Fig. 1: run 1, placement density heat map
15 x 15 tiles, from white (low) to dark blue (high), 0 to 100% covered.
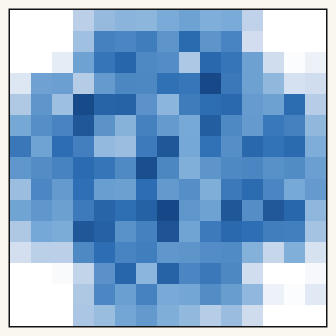
Fig. 2: run 1, signal wires on met3
Scale bar: 50 um.
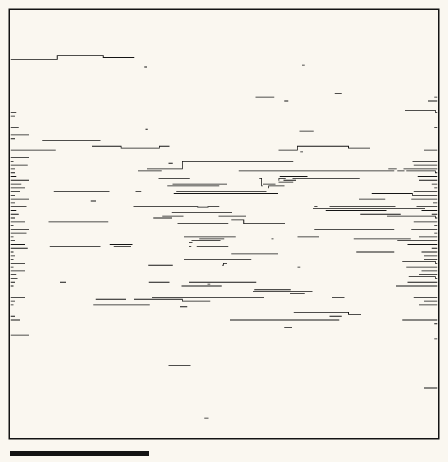
Fig. 3: run 1, placed standard cells
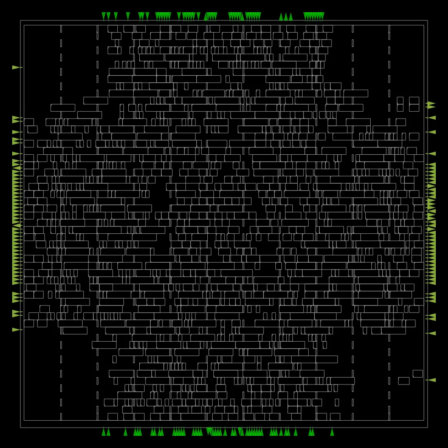
$ cat config.mk
export PLATFORM = sky130hd
export DESIGN_NAME = movegen_piece_stack_drain
export DESIGN_NICKNAME = d
export VERILOG_FILES = /design/src/rtl/movegen_pkg.sv /design/src/rtl/movegen_piece_slot_mux.sv /design/src/rtl/movegen_piece_stack_drain.sv
export SDC_FILE = /design/constraint.sdc
export NUM_CORES = 1
export LEC_CHECK = 0
export CORE_UTILIZATION = 35
export DETAILED_ROUTE_END_ITERATION = 16
export HOLD_SLACK_MARGIN = 0.05
export PLACE_DENSITY = 0.65
export SLEW_MARGIN = 20
export SYNTH_ARGS = -nofsm -noshare
export SYNTH_HDL_FRONTEND = slang
export SYNTH_SLANG_ARGS = --single-unit
$ cat constraint.sdc
create_clock -name clk -period 2.4 [get_ports clk]
set_input_delay 0.24 -clock clk [delete_from_list [all_inputs] [get_ports clk]]
set_output_delay 0.24 -clock clk [all_outputs]
set_load 0.005 [all_outputs]
$ cat src/rtl/movegen_pkg.sv
// Shared definitions for the move generator blocks: piece-stack geometry and drain FSM states.
package movegen_pkg;

    localparam int PIECE_W     = 10;
    localparam int STACK_DEPTH = 16;

    typedef enum logic [1:0] {DR_IDLE, DR_DRAIN, DR_DONE} drain_state_t;

endpackage

$ cat src/rtl/movegen_piece_slot_mux.sv
// Slot read mux over a snapshot of the piece stack; out-of-range selects read as zero.
module movegen_piece_slot_mux #(
    parameter int DEPTH = 16,
    parameter int WIDTH = 10,
    parameter int SEL_W = $clog2(DEPTH+1)
) (
    input  logic [DEPTH-1:0][WIDTH-1:0] slots,
    input  logic [SEL_W-1:0]            sel,
    output logic [WIDTH-1:0]            data
);

    logic [DEPTH-1:0][WIDTH-1:0] gated;

    // One-hot AND stage per slot, OR-reduced below.
    for (genvar i = 0; i < DEPTH; i++) begin : g_slot
        assign gated[i] = (sel == SEL_W'(i)) ? slots[i] : '0;
    end

    always_comb begin
        data = '0;
        for (int i = 0; i < DEPTH; i++) data = data | gated[i];
    end

endmodule

$ cat src/rtl/movegen_piece_stack_drain.sv
// Drains a snapshot of the piece stack top-down onto a valid/ready stream, then pulses done.
module movegen_piece_stack_drain
    import movegen_pkg::*;
#(
    parameter  int DEPTH = STACK_DEPTH,
    parameter  int WIDTH = PIECE_W,
    localparam int CNT_W = $clog2(DEPTH+1)
) (
    input  logic                   clk,
    input  logic                   rst_n,
    input  logic                   start,
    input  logic                   abort,
    input  logic [CNT_W-1:0]       in_count,
    input  logic [DEPTH*WIDTH-1:0] in_stack,
    output logic                   busy,
    output logic                   out_valid,
    input  logic                   out_ready,
    output logic [WIDTH-1:0]       out_data,
    output logic [CNT_W-1:0]       out_index,
    output logic                   out_last,
    output logic                   done
);

    localparam logic [CNT_W-1:0] DEPTH_C = CNT_W'(DEPTH);

    drain_state_t                state, state_nxt;
    logic [DEPTH-1:0][WIDTH-1:0] snap;
    logic [CNT_W-1:0]            ptr;
    logic [CNT_W-1:0]            cnt_clamp;
    logic [WIDTH-1:0]            slot_data;
    logic                        load, dec, hs;

    assign cnt_clamp = (in_count > DEPTH_C) ? DEPTH_C : in_count;
    assign hs        = out_valid & out_ready;

    movegen_piece_slot_mux #(
        .DEPTH (DEPTH),
        .WIDTH (WIDTH),
        .SEL_W (CNT_W)
    ) u_mux (
        .slots (snap),
        .sel   (ptr),
        .data  (slot_data)
    );

    always_comb begin
        state_nxt = state;
        load      = 1'b0;
        dec       = 1'b0;
        case (state)
            DR_IDLE: begin
                if (start) begin
                    load      = 1'b1;
                    state_nxt = (cnt_clamp == '0) ? DR_DONE : DR_DRAIN;
                end
            end
            DR_DRAIN: begin
                if (hs) begin
                    if (ptr == '0) state_nxt = DR_DONE;
                    else           dec       = 1'b1;
                end
            end
            DR_DONE: state_nxt = DR_IDLE;
            default: state_nxt = DR_IDLE;
        endcase
        // Abort overrides everything, including a start in the same cycle.
        if (abort) begin
            state_nxt = DR_IDLE;
            load      = 1'b0;
            dec       = 1'b0;
        end
    end

    always_ff @(posedge clk or negedge rst_n) begin
        if (!rst_n) begin
            state <= DR_IDLE;
            snap  <= '0;
            ptr   <= '0;
        end else begin
            state <= state_nxt;
            if (load) begin
                snap <= in_stack;
                ptr  <= (cnt_clamp == '0) ? '0 : cnt_clamp - CNT_W'(1);
            end else if (dec) begin
                ptr <= ptr - CNT_W'(1);
            end
        end
    end

    // Beat outputs come only from state, snapshot and ptr; never from out_ready.
    assign out_valid = (state == DR_DRAIN);
    assign out_data  = out_valid ? slot_data : '0;
    assign out_index = out_valid ? ptr : '0;
    assign out_last  = out_valid && (ptr == '0);
    assign busy      = (state != DR_IDLE);
    assign done      = (state == DR_DONE);

endmodule

==> flow_metrics.tcl, run 1 <==
# metrics dict for downstream scripts
set metrics [dict create \
    status "finished, violations left" \
    violations "negative setup slack" \
    pg_clk_mw 2.60 \
    rsz0062_at_grt "true" \
    buf_share_pct 24.3 \
    p_leak_nw 5.82 \
    cp_max_fo 7 \
    stdcell_count 1481 \
    busiest_layer "met2" \
    path_class "register to output port" \
    largest_reg_flops 160 \
    wl_met2_um 12300 \
    die_w_um 154 \
    grt_max_degree 83 \
    drtIter0Drc 542 \
    synth-warning-count 0 \
    ys_area_um2 8100 \
    firstDrtPassIters 7 \
    tightest_slew_ns 0.756 \
    switching_share_pct 33.5 \
    crit_buf_inv 3 \
    p_int_mw 6.93 \
    ctsResizeCount 117 \
    synthCells 926 \
    critPathSlowestCell "dfrtp_2" \
    synth_area_per_cell_um2 8.75 \
    crit_end "out_data[0]" \
    grt-ovfl-total 0 \
    setup-violations-final 10 \
    pre_cts_slack_ns -0.207 \
    ys_cells 926 \
    dominant_cells "flip-flops and latches" \
    synthSimpleGateAreaFrac_pct 29.1 \
    clk_latency_ns 0.44 \
    timing.rr.start "ptr[2]$_DFFE_PN0P_" \
    wl_per_cell_um 17.9 \
    async_reset_ff_share_pct 100 \
    ant_nets 0 \
    top_regs "snap (160), ptr (5), state (2)" \
    cts_tree "built" \
    crit_chain "buf_6 > and2_4 > a22o_1 > a222oi_1 > buf_4 > a41oi_2 > buf_2" \
    fin_crit_ns 2.55 \
    io_pins 189 \
    grt_pass1_wl_um 41200 \
    top_register "snap" \
    hold_class "input pin to async pin" \
    drc_errors 0 \
    clkCellAreaFrac_pct 4.55 \
    clock_path_buffers 2 \
    synth-seq-cells 167 \
    final_nets 1360 \
    nWellTaps 285 \
    layout_top_cell "nand2_1" \
    synth_area_um2 8100 \
    drv_cap 0 \
    dp_cells 1415 \
    synth-edff-count 0 \
    cts_buffers 17 \
    top_area_share_pct 51.6 \
    worst_slack_ns -0.146 \
    routed.top_layer "met4" \
]
## Picture notes: Fig. 1
tiles over 75% full: 15%
nearly empty tiles: 12%
mean over tiles: 49%
fullest tile: 91%
FP Util: 35.8%
core area: 22600 um^2
post-layout util: 53.2%

## Picture notes: Fig. 2
main direction: horizontal
wire length on this layer: 1670 um
longest straight run: 55.7 um
share of all routed wire: 6.3%
drt total wl: 26600 um
met3 Resource Use GR: 3.92%
via count: 7349

## Picture notes: Fig. 3
row count: 55
filler instances: 2049

==> run 1 -> run 2 <==
--- a/config.mk
+++ b/config.mk
@@ -5,10 +5,12 @@
 export SDC_FILE = /design/constraint.sdc
 export NUM_CORES = 1
 export LEC_CHECK = 0
+export ABC_AREA = 1
 export CORE_UTILIZATION = 35
 export DETAILED_ROUTE_END_ITERATION = 16
 export HOLD_SLACK_MARGIN = 0.05
 export PLACE_DENSITY = 0.65
+export SKIP_LAST_GASP = 1
 export SLEW_MARGIN = 20
 export SYNTH_ARGS = -nofsm -noshare
 export SYNTH_HDL_FRONTEND = slang
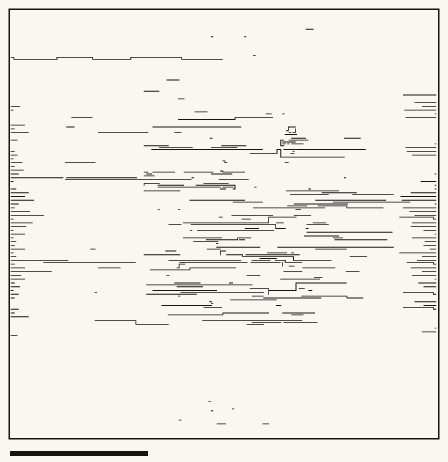
Fig. 4. Signal wires on met3 (run 2).
Scale bar: 50 um.
main direction: horizontal
wire length on this layer: 2390 um
drt total wl: 28500 um
via count: 8224
met3 Resource Use GR: 4.74%

==> flow_metrics.tcl, run 2 <==
# metrics dict for downstream scripts
set metrics [dict create \
    vias_per_cell 4.88 \
    cp_max_fo 6 \
    synth_area_per_cell_um2 7.13 \
    ys_cells 1147 \
    finalInstanceArea_um2 11600 \
    setup-violations-final 9 \
    routed.top_layer "met4" \
    drtIter0Drc 799 \
    hold_class "input pin to register" \
    synthSimpleGateAreaFrac_pct 42.4 \
    fp_util_pct 35.9 \
    crit_buf_inv 4 \
    synth-edff-count 0 \
    synthCells 1147 \
    comb_area_um2 3890 \
    cts_buffers 17 \
    clk_latency_ns 0.44 \
    async_reset_ff_share_pct 100 \
    ant_nets 0 \
    core_area_um2 22800 \
    io_pins 189 \
    p_leak_nw 6.05 \
    busiest_layer "met2" \
    fin_crit_ns 2.47 \
    drv_cap 0 \
    drc_errors 0 \
    synth_area_um2 8180 \
    wl_per_cell_um 16.9 \
    synthAdderAreaFrac_pct 0.918 \
    grt_pass1_wl_um 43500 \
    rsz0062_at_grt "true" \
    tightest_slew_ns 0.680 \
    floorplan.nets 1323 \
    met1_usage_pct 33.3 \
    top_area_share_pct 51.1 \
    p_comb_share_pct 41.3 \
    cts_tree "built" \
    synth-seq-cells 167 \
    dp_cells 1634 \
    crit_top_cell "nor2_1" \
    top_regs "snap (160), ptr (5), state (2)" \
    pre_cts_slack_ns 0.000949 \
    crit_end "out_data[3]" \
    antenna_cells 0 \
    path_class "register to output port" \
    crit_chain "inv_4 > ha_4 > inv_2 > nor2_4 > buf_6 > nand3_1 > nand2_1 > nor2_1 > nand2_1 > nor2_1 > nor2_1 > buf_2" \
    clock_path_buffers 2 \
    critPathSlowestCell "dfrtp_2" \
    stdcell_count 1684 \
    post-route-util_pct 51.1 \
    final_nets 1534 \
    wl_met2_um 12800 \
    largest_reg_flops 160 \
    synth-warning-count 0 \
    mostFrequentLayoutCells "652 x nand2_1, 176 x clkdlybuf4s50_1, 165 x dfrtp_1" \
    critPathMaxStageDelay_ns 0.45 \
    ctsResizeCount 63 \
    pg_clk_mw 2.60 \
    grt-ovfl-total 0 \
    timing.rr.start "ptr[0]$_DFFE_PN0P_" \
    track_usage_pct 24.1 \
    top_register "snap" \
    die_w_um 155 \
    cp.depth 12 \
    dominant_cells "flip-flops and latches" \
    layout_top_cell "nand2_1" \
    status "finished, violations left" \
    whs_endpoint "snap[52]$_DFFE_PN0P_" \
    firstDrtPassIters 5 \
    grt_max_degree 139 \
    ys_area_um2 8180 \
    violations "negative setup slack" \
    place_area_um2 10600 \
    buf_share_pct 21.8 \
    p_int_mw 7.93 \
    clkCellAreaFrac_pct 4.75 \
    switching_share_pct 41.6 \
    fill_cells 2169 \
    rows 55 \
    worst_slack_ns -0.0686 \
    postCtsSetupRepairBufs 11 \
]
==> run 2 -> run 3 <==
--- a/config.mk
+++ b/config.mk
@@ -6,6 +6,7 @@
 export NUM_CORES = 1
 export LEC_CHECK = 0
 export ABC_AREA = 1
+export CAP_MARGIN = 10
 export CORE_UTILIZATION = 35
 export DETAILED_ROUTE_END_ITERATION = 16
 export HOLD_SLACK_MARGIN = 0.05
==> flow_metrics.tcl, run 3 <==
# metrics dict for downstream scripts
set metrics [dict create \
    status "finished, violations left" \
    violations "negative setup slack" \
    die_w_um 155 \
    synth_area_per_cell_um2 7.13 \
    grt_pass1_wl_um 43500 \
    m1WireLength_um 12200 \
    mostFrequentLayoutCells "652 x nand2_1, 176 x clkdlybuf4s50_1, 165 x dfrtp_1" \
    wl_per_cell_um 16.9 \
    top_register "snap" \
    finalInstanceArea_um2 11600 \
    io_pins 189 \
    p_leak_nw 6.05 \
    routed.top_layer "met4" \
    ys_cells 1147 \
    synthAdderAreaFrac_pct 0.918 \
    dp_cells 1634 \
    tightest_slew_ns 0.680 \
    gr-usage-met3_pct 4.74 \
    switching_share_pct 41.6 \
    drv_cap 0 \
    top_regs "snap (160), ptr (5), state (2)" \
    wirelength_um 28500 \
    final_nets 1534 \
    drtIter0Drc 799 \
    comb_area_um2 3890 \
    clkCellAreaFrac_pct 4.75 \
    worst_slack_ns -0.0686 \
    synth_area_um2 8180 \
    pre_cts_slack_ns 0.000949 \
    synth-edff-count 0 \
    ys_area_um2 8180 \
    firstDrtPassIters 5 \
    antenna_cells 0 \
    grt_max_degree 139 \
    cp_max_fo 6 \
    crit_end "out_data[3]" \
    busiest_layer "met2" \
    crit_chain "inv_4 > ha_4 > inv_2 > nor2_4 > buf_6 > nand3_1 > nand2_1 > nor2_1 > nand2_1 > nor2_1 > nor2_1 > buf_2" \
    track_usage_pct 24.1 \
    synth-warning-count 0 \
    largest_reg_flops 160 \
    floorplan.nets 1323 \
    buf_share_pct 21.8 \
    critPathMaxStageDelay_ns 0.45 \
    ctsResizeCount 63 \
    clock_path_buffers 2 \
    setup-violations-final 9 \
    critPathSlowestCell "dfrtp_2" \
    fill_cells 2169 \
    hold_class "input pin to register" \
    crit_top_cell "nor2_1" \
    cts_tree "built" \
    ant_nets 0 \
    stdcell_count 1684 \
    whs_endpoint "snap[52]$_DFFE_PN0P_" \
    synthSimpleGateAreaFrac_pct 42.4 \
    timing.rr.start "ptr[0]$_DFFE_PN0P_" \
    rows 55 \
    p_comb_share_pct 41.3 \
    crit_buf_inv 4 \
    cp.depth 12 \
    pg_clk_mw 2.60 \
    rsz0062_at_grt "true" \
    path_class "register to output port" \
    drc_errors 0 \
    layout_top_cell "nand2_1" \
    fin_crit_ns 2.47 \
    async_reset_ff_share_pct 100 \
    place_area_um2 10600 \
    clk_latency_ns 0.44 \
    fp_util_pct 35.9 \
    vias_per_cell 4.88 \
    met1_usage_pct 33.3 \
    postCtsSetupRepairBufs 11 \
    nWellTaps 313 \
    grt-ovfl-total 0 \
]
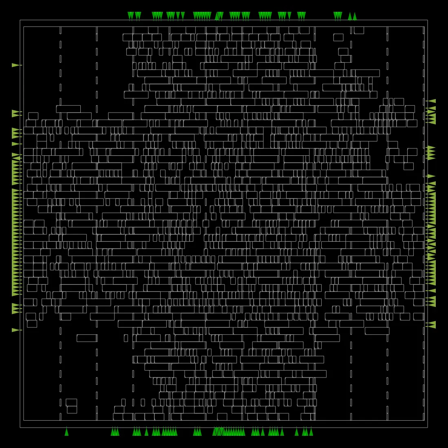
Fig. 5. Placed standard cells (run 3).
post-layout util: 51.1%
Seq cells: 167
core area: 22800 um^2
sequential fraction of total cell area: 35.9%

